[src/rtl/bus_access_ctrl.sv]
// Round-robin two-master bus access controller; ack lands WS+2 cycles after the request is seen.
// Chip enable holds until rdy after the wait count; optional rdy watchdog under BUS_TIMEOUT_EN.
module bus_access_ctrl #(
  parameter int unsigned WS_CE0         = 2,
  parameter int unsigned WS_CE1         = 4,
  parameter int unsigned WS_CS          = 1,
  parameter int unsigned TIMEOUT_CYCLES = 16
) (
  input  logic        clk,
  input  logic        rst,
  input  logic        req0,
  input  logic [31:0] addr0,
  input  logic        req1,
  input  logic [31:0] addr1,
  input  logic        rdy,
  output logic [1:0]  gnt,
  output logic [1:0]  ack,
  output logic        err,
  output logic [31:0] bus_addr,
  output logic        ce0,
  output logic        ce1,
  output logic        cs,
  output logic        busy
);

  if (WS_CE0 > 15 || WS_CE1 > 15 || WS_CS > 15 ||
      TIMEOUT_CYCLES < 1 || TIMEOUT_CYCLES > 255) begin : g_bad_params
    $error("bus_access_ctrl: parameter out of range");
  end

  localparam logic [3:0] WS_CE0_L = 4'(WS_CE0);
  localparam logic [3:0] WS_CE1_L = 4'(WS_CE1);
  localparam logic [3:0] WS_CS_L  = 4'(WS_CS);

  typedef enum logic [1:0] {IDLE, ACCESS, DONE} state_t;

  state_t      state_q, state_d;
  logic [3:0]  cnt_q, cnt_d;
  logic        ptr_q, ptr_d;
  logic [1:0]  gnt_q, gnt_d;
  logic [1:0]  ack_q, ack_d;
  logic        err_q, err_d;
  logic [31:0] addr_q, addr_d;
  logic        ce0_q, ce0_d;
  logic        ce1_q, ce1_d;
  logic        cs_q, cs_d;
  logic        busy_q, busy_d;
  logic        win1;
  logic [31:0] sel_addr;

`ifdef BUS_TIMEOUT_EN
  localparam logic [7:0] TO_LIMIT = 8'(TIMEOUT_CYCLES);
  logic [7:0] to_cnt_q, to_cnt_d;
`endif

  always_comb begin
    state_d  = state_q;
    cnt_d    = cnt_q;
    ptr_d    = ptr_q;
    gnt_d    = gnt_q;
    ack_d    = ack_q;
    err_d    = err_q;
    addr_d   = addr_q;
    ce0_d    = ce0_q;
    ce1_d    = ce1_q;
    cs_d     = cs_q;
`ifdef BUS_TIMEOUT_EN
    to_cnt_d = to_cnt_q;
`endif
    // Requester 1 wins when alone, or on a tie when the pointer favours it.
    win1     = req1 && (!req0 || ptr_q);
    sel_addr = win1 ? addr1 : addr0;

    case (state_q)
      IDLE: begin
        if (req0 || req1) begin
          state_d = ACCESS;
          gnt_d   = win1 ? 2'b10 : 2'b01;
          addr_d  = sel_addr;
          cnt_d   = 4'd0;
`ifdef BUS_TIMEOUT_EN
          to_cnt_d = 8'd0;
`endif
          // Explicit equality so an unknown upper address selects no target.
          if (sel_addr[31:30] == 2'b10) begin
            ce0_d = 1'b1;
            cnt_d = WS_CE0_L;
          end else if (sel_addr[31:30] == 2'b11) begin
            ce1_d = 1'b1;
            cnt_d = WS_CE1_L;
          end else if (sel_addr[31] == 1'b0) begin
            cs_d  = 1'b1;
            cnt_d = WS_CS_L;
          end
        end
      end
      ACCESS: begin
        if (cnt_q != 4'd0) begin
          cnt_d = cnt_q - 4'd1;
        end else if (rdy) begin
          state_d = DONE;
          ack_d   = gnt_q;
          ce0_d   = 1'b0;
          ce1_d   = 1'b0;
          cs_d    = 1'b0;
        end else begin
`ifdef BUS_TIMEOUT_EN
          to_cnt_d = to_cnt_q + 8'd1;
          if (to_cnt_d == TO_LIMIT) begin
            state_d = DONE;
            ack_d   = gnt_q;
            err_d   = 1'b1;
            ce0_d   = 1'b0;
            ce1_d   = 1'b0;
            cs_d    = 1'b0;
          end
`endif
        end
      end
      DONE: begin
        state_d = IDLE;
        gnt_d   = 2'b00;
        ack_d   = 2'b00;
        err_d   = 1'b0;
        ptr_d   = gnt_q[0];
      end
      default: begin
        state_d = IDLE;
        gnt_d   = 2'b00;
        ack_d   = 2'b00;
        err_d   = 1'b0;
        ce0_d   = 1'b0;
        ce1_d   = 1'b0;
        cs_d    = 1'b0;
      end
    endcase

    busy_d = (state_d != IDLE);
  end

  always_ff @(posedge clk) begin
    if (rst) begin
      state_q  <= IDLE;
      cnt_q    <= 4'd0;
      ptr_q    <= 1'b0;
      gnt_q    <= 2'b00;
      ack_q    <= 2'b00;
      err_q    <= 1'b0;
      addr_q   <= 32'd0;
      ce0_q    <= 1'b0;
      ce1_q    <= 1'b0;
      cs_q     <= 1'b0;
      busy_q   <= 1'b0;
`ifdef BUS_TIMEOUT_EN
      to_cnt_q <= 8'd0;
`endif
    end else begin
      state_q  <= state_d;
      cnt_q    <= cnt_d;
      ptr_q    <= ptr_d;
      gnt_q    <= gnt_d;
      ack_q    <= ack_d;
      err_q    <= err_d;
      addr_q   <= addr_d;
      ce0_q    <= ce0_d;
      ce1_q    <= ce1_d;
      cs_q     <= cs_d;
      busy_q   <= busy_d;
`ifdef BUS_TIMEOUT_EN
      to_cnt_q <= to_cnt_d;
`endif
    end
  end

  assign gnt      = gnt_q;
  assign ack      = ack_q;
  assign err      = err_q;
  assign bus_addr = addr_q;
  assign ce0      = ce0_q;
  assign ce1      = ce1_q;
  assign cs       = cs_q;
  assign busy     = busy_q;

endmodule

[config.mk]
export PLATFORM = sky130hd
export DESIGN_NAME = bus_access_ctrl
export DESIGN_NICKNAME = d
export VERILOG_FILES = /design/src/rtl/bus_access_ctrl.sv
export SDC_FILE = /design/constraint.sdc
export NUM_CORES = 1
export LEC_CHECK = 0
export ABC_AREA = 0
export CAP_MARGIN = 5
export CORE_MARGIN = 10
export CORE_UTILIZATION = 41
export CTS_CLUSTER_SIZE = 20
export DETAILED_ROUTE_END_ITERATION = 7
export GPL_ROUTABILITY_DRIVEN = 1
export HOLD_SLACK_MARGIN = 0.1
export MAX_ROUTING_LAYER = met4
export PLACE_DENSITY = 0.86
export REMOVE_ABC_BUFFERS = 1
export SLEW_MARGIN = 20
export SYNTH_ARGS = -nofsm -noshare
export SYNTH_HDL_FRONTEND = slang
export SYNTH_SLANG_ARGS = --single-unit
[constraint.sdc]
create_clock -name clk -period 2.5 [get_ports clk]
set_input_delay 0.375 -clock clk [delete_from_list [all_inputs] [get_ports clk]]
set_output_delay 0.375 -clock clk [all_outputs]
set_load 0.02 [all_outputs]
==> ci_impl_report.md <==
## Synthesis and layout report

| Metric | Value |
|---|---|
| N_diodes | 0 |
| GR Util met1 | 0.188 |
| Yosys top cell by area | dfxtp_1 |
| Hold Vio Cnt, Final | 0 |
| Fmax achieved | 589 MHz |
| Synth Instances | 205 |
| Final core area utilization | 0.669 |
| Grt ovf | 0 |
| Average wire per standard cell | 18.2 µm |
| Main flop type | dfxtp_1 |
| Hold path depth | 1 |
| R2R Setup Slk | between 900 and 1000 ps |
| Via density per instance | about 5.7 |
| Routed Antenna Nets | 0 |
| Critical path endpoint category | flop |
| H-tree lvl count | 2 |
| Simple-Gate Fraction of Synth Area | 0.165 |
| Most Crowded Layer GR | met2 |
| Log Warnings | 26 |
| Arrival @ worst endpoint | 1880 ps |
| Final min period | 1700 ps |
| Synthesized area per cell | ~9.6 µm² |
| Req. time, crit path | ~2700 ps |
| First-pass GRT wire length | a little over 10 mm |
| Vias in the first global route | ~2100 |
| CTS max path bufs | 2 |
| Crit-path max FO | 24 |
| Post-synth EDFFs | 0 |
| Power Dens Cells | 630 nW/µm² |
| Post-Synth XOR/XNOR Area | 0 |
| Post-synthesis sequential area ratio | 0.480 |
| Clock Sinks | about 47 |
| I/O pin total | 110 |
| Top Layout Cells | clkdlybuf4s50_1, dfxtp_1, nor2_1 |
| DP Wirelength | approximately 5.0 mm |
| Switching Share | 0.307 |
| Gr usage total | 0.166 |
| TritonCTS buffer count | 5 |
| Layout area overhead | 60.0% |
| Routed via count | slightly above 2000 |
| Cell area leaders | dfxtp_1, a222oi_1, nor2_1 |
| GPL Wtd Cong | between 0.8 and 0.9 |
| Period utilization | 0.679 |
| Top logic cell family in the synthesized netlist | AND-OR/OR-AND gates |
| Status | completed |
| Seq pwr | 873 µW |
| Floorplan utilization | 0.418 |
| Highest-power group | sequential cells |
| Iteration tally of the first detailed-router pass | 6 |
| Async SR Flop Fraction | 0 |
[metrics by stage]
step	cell area, µm²	worst slack, ps	cells	hold WS [ps]	power [µW]
floorplan	1850	925	186	444	1190
global placement	3040	565	354	464	1500
detailed placement	3040	485	354	469	1520
CTS	3140	799	362	489	1990
global route	3140	691	362	516	2080
finish	3140	802	362	486	1980
[critical path, cell delays in order]
cell and delay [ps]:
clkdlybuf4s50_1 570, or2_4 180, nand2_1 60, buf_4 220
a222oi_1 380, nor2_1 80
[cell type report]
type	count	area, µm²
Clock buffer	7	86.3
Clock inverter	1	8.76
Fill cell	373	1550
Inverter	6	22.5
Multi-Input combinational cell	133	887
Sequential cell	47	941
Tap cell	54	67.6
Timing Repair Buffer	114	1130
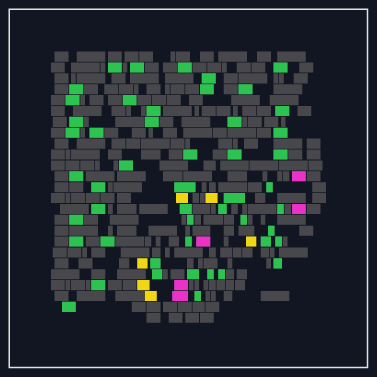
gates.png
Drawn at 4 px/µm.
Key: yellow = non-inverting ao/oa cells [cells 6]; magenta = mux cells [cells 5, most used mux2i_1]; green = aoi and oai cells [cells 49, most used a222oi_1]

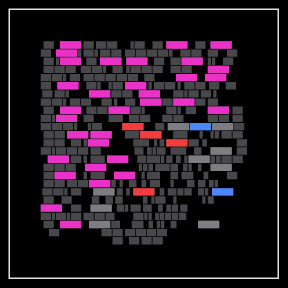
ff_map.png
Drawn at 3 px/µm.
Key: magenta = bus_addr [placed flops 32]; red = cnt_q [placed flops 4, where centre]; blue = gnt [placed flops 2]

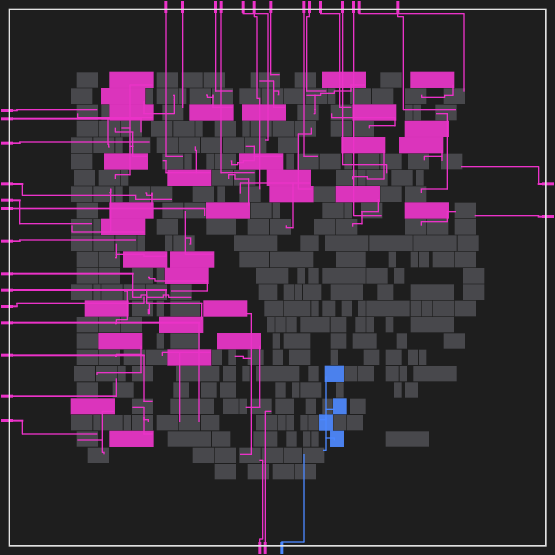
port_trees.png
Drawn at 6 px/µm.
Key: blue = req0 [bits 1, direction input, edge south, end cells 4, buffers 1, wire 35.5 µm]; magenta = bus_addr [bits 32, direction output, edge 14 north, 14 west, 2 east, 2 south, end cells 32, buffers 32, wire 1220 µm]

Power is estimated from default activity; no workload was simulated.
